===== src/rtl/regfile_wb.sv =====
// Write-back stage plus 32-entry register file with two forwarding read ports.
// Ports: clk/rst, stall/flush, EX result in, two read ports, registered wb_* out.
module regfile_wb #(
  parameter int DATA_W = 32,
  parameter int ADDR_W = 5,
  parameter int NREG   = 32
) (
  input  logic              clk,
  input  logic              rst,
  input  logic              stall_i,
  input  logic              flush_i,
  input  logic              ex_we_i,
  input  logic [ADDR_W-1:0] ex_waddr_i,
  input  logic [DATA_W-1:0] ex_wdata_i,
  input  logic              re1_i,
  input  logic [ADDR_W-1:0] raddr1_i,
  output logic [DATA_W-1:0] rdata1_o,
  input  logic              re2_i,
  input  logic [ADDR_W-1:0] raddr2_i,
  output logic [DATA_W-1:0] rdata2_o,
  output logic              wb_we_o,
  output logic [ADDR_W-1:0] wb_waddr_o,
  output logic [DATA_W-1:0] wb_wdata_o
);

  logic [DATA_W-1:0] regs [NREG];

  always_ff @(posedge clk or negedge rst) begin
    if (!rst) begin
      wb_we_o    <= 1'b0;
      wb_waddr_o <= '0;
      wb_wdata_o <= '0;
    end else if (flush_i) begin
      wb_we_o    <= 1'b0;
      wb_waddr_o <= '0;
      wb_wdata_o <= '0;
    end else if (!stall_i) begin
      wb_we_o    <= ex_we_i;
      wb_waddr_o <= ex_waddr_i;
      wb_wdata_o <= ex_wdata_i;
    end
  end

  // The held entry commits regardless of stall/flush;
  // flush only affects what the stage holds next.
  always_ff @(posedge clk or negedge rst) begin
    if (!rst) begin
      for (int i = 0; i < NREG; i++)
        regs[i] <= '0;
    end else if (wb_we_o && wb_waddr_o != '0) begin
      regs[wb_waddr_o] <= wb_wdata_o;
    end
  end

  // Youngest producer wins: EX over WB over array.
  function automatic logic [DATA_W-1:0] rd_mux(
    input logic              re,
    input logic [ADDR_W-1:0] a,
    input logic              exw,
    input logic [ADDR_W-1:0] exa,
    input logic [DATA_W-1:0] exd,
    input logic              wbw,
    input logic [ADDR_W-1:0] wba,
    input logic [DATA_W-1:0] wbd,
    input logic [DATA_W-1:0] arr
  );
    if (!re)
      return '0;
    else if (a == '0)
      return '0;
    else if (exw && exa == a)
      return exd;
    else if (wbw && wba == a)
      return wbd;
    else
      return arr;
  endfunction

  always_comb begin
    rdata1_o = rd_mux(re1_i, raddr1_i,
                      ex_we_i, ex_waddr_i, ex_wdata_i,
                      wb_we_o, wb_waddr_o, wb_wdata_o,
                      regs[raddr1_i]);
  end

  always_comb begin
    rdata2_o = rd_mux(re2_i, raddr2_i,
                      ex_we_i, ex_waddr_i, ex_wdata_i,
                      wb_we_o, wb_waddr_o, wb_wdata_o,
                      regs[raddr2_i]);
  end

endmodule


===== config.mk =====
export PLATFORM = sky130hd
export DESIGN_NAME = regfile_wb
export DESIGN_NICKNAME = d
export VERILOG_FILES = /design/src/rtl/regfile_wb.sv
export SDC_FILE = /design/constraint.sdc
export NUM_CORES = 2
export LEC_CHECK = 0
export CAP_MARGIN = 5
export CORE_MARGIN = 1
export CORE_UTILIZATION = 60
export CTS_CLUSTER_SIZE = 24
export DETAILED_ROUTE_END_ITERATION = 8
export PLACE_DENSITY = 0.82
export SLEW_MARGIN = 0
export SYNTH_ARGS = -nofsm -noshare
export SYNTH_HDL_FRONTEND = slang
export SYNTH_SLANG_ARGS = --single-unit

===== constraint.sdc =====
create_clock -name clk -period 2.6 [get_ports clk]
set_input_delay 0.52 -clock clk [delete_from_list [all_inputs] [get_ports clk]]
set_output_delay 0.52 -clock clk [all_outputs]
set_load 0.01 [all_outputs]

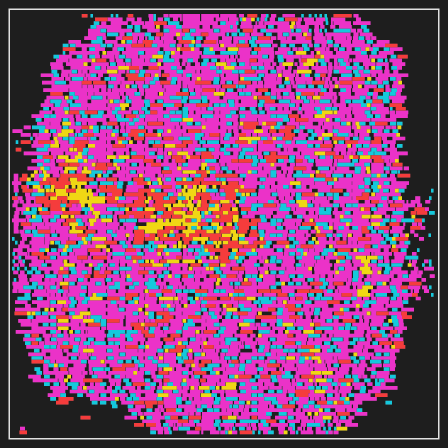
Fig. 1. Sizing map.
| color | size | cells | share |
|---|---|---|---|
| red | drive 6 and up | 471 | 9.2% |
| cyan | drive 2 | 1,225 | 24% |
| yellow | drive 3 to 4 | 500 | 9.7% |
| magenta | drive 1 or less | 2,935 | 57% |

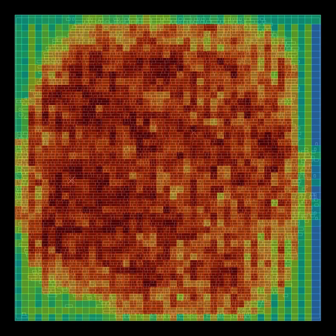
Fig. 2. Track usage over the die.
routed len/inst: 38.3 µm
GR peak layer: met2
GRT Total Usage: 0.467
utilization of the core after routing: 0.763
met2 Track Usage GR: 0.643

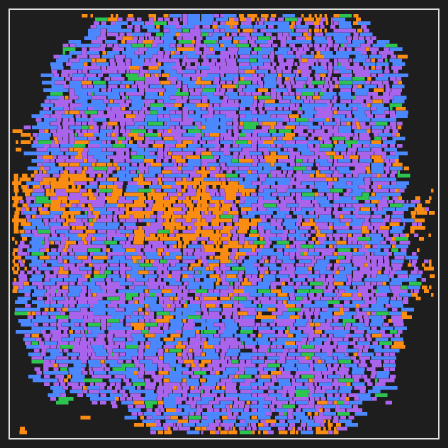
Fig. 3. Placed cells, one color a class.
| color | class | cells | share of their area |
|---|---|---|---|
| green | clock drivers and dummy loads | 203 | 5.2% |
| blue | flip-flops | 1,062 | 37% |
| purple | all other logic | 3,042 | 44% |
| orange | other buffers and delay cells | 824 | 14% |

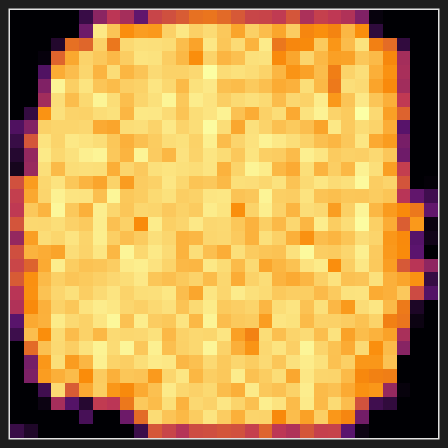
Fig. 4. Cell density map.
31 x 31 tiles, from black (low) to pale yellow (high), 0 to 100% covered.
tiles over 75% full: 74%
fullest tile: 100%
nearly empty tiles: 11%
mean over tiles: 73%

==> reports/results.txt <==
status: finished with violations
violated checks: design-rule violations, negative setup slack
CP Max Fanout: 8
ys cells: 4,623
distinct lib cells: 39
setup_tns: -55.87 ns
Init Core Util: 0.608
Main area contributors: dfrtp_1 (46%), mux2_2 (19%), mux2i_1 (18%), a22oi_1 (6.6%), buf_2 (1.6%)
placed instance area: 65,300 µm²
Top cells excl fill/tap: mux2i_1 (1,062), dfrtp_1 (1,049), mux2_2 (975), a22oi_1 (399), buf_4 (359)
DP Cell Count: 6,068
top routing layer in use: met5
CLK BUF: 171
RD Place Congestion: 0.976
fa+ha+maj area frac: 0
Port Buffers: 155
Std-Cell Core Area: 95,400 µm²
first-pass GRT wire length: 334,000 µm
CP top delay family: buffers and inverters
Rel. slew slack: 0.482
clock root buffer: clkbuf_16
max incr delay on CP: 0.51 ns
DR WL met3: 40,400 µm
Gate Area: 31,100 µm²
Hold Buf Count CTS: 1
Critical R2R Capture: regs[290]
CTS tree: yes
switching pwr: 11.1 mW
DR vias/cell: 7.79
Async S/R FF share, synth: 1.00
Worst-Skew Late Latency: 0.77 ns
Die X: 313 µm
EDFF count, synth: 0
Netlist Area Pre-Place: 58,000 µm²
Pleak: 34.9 nW
pre-CTS setup slack: -1.71 ns
clk pwr: 16.7 mW
Clock-cell share: 0.0513
Syn. warnings: 0
antenna violations before repair: 14
Die Y: 313 µm
Synth Register Bits: 1,062
Sequential Power Share: 0.437
RSZ-0062 raised after global routing: true
DRC viols: 5
final setup violation count: 112
FF-to-FF Start: wb_waddr_o[3]
Power Density: 553 nW/µm²
clock power share: 0.416
fillcell total: 5,102
Worst Slack Setup Final: -0.979 ns
chip area: 97,900 µm²
mi-comb count: 3,040
register area: 26,600 µm²
==> worst max-delay path by stage <==
stage | startpoint | endpoint
4_1_cts | wb_waddr_o[1] | rdata2_o[3]
3_3_place_gp | raddr2_i[1] | rdata2_o[4]
2_1_floorplan | raddr1_i[1] | rdata1_o[21]
6_report | raddr1_i[1] | rdata1_o[7]
3_5_place_dp | raddr2_i[1] | rdata2_o[4]
5_1_grt | raddr1_i[4] | rdata1_o[31]
==> synth_stat cells, drive strengths merged (16+ instances only) <==
master,instances
dfrtp,1062
mux2i,1062
mux2,992
a22oi,512
buf,317
clkbuf,202
nand4,130
nand3,66
a22o,64
o31ai,64
nor2,57
nand2,16
==> state kept, by name, summed over array words and instances (netlist names) <==
register	count
wb_waddr_o	5
wb_we_o	1
wb_wdata_o	32
regs	1024
Power figures rest on the tool's default switching activity, not on a simulated workload.
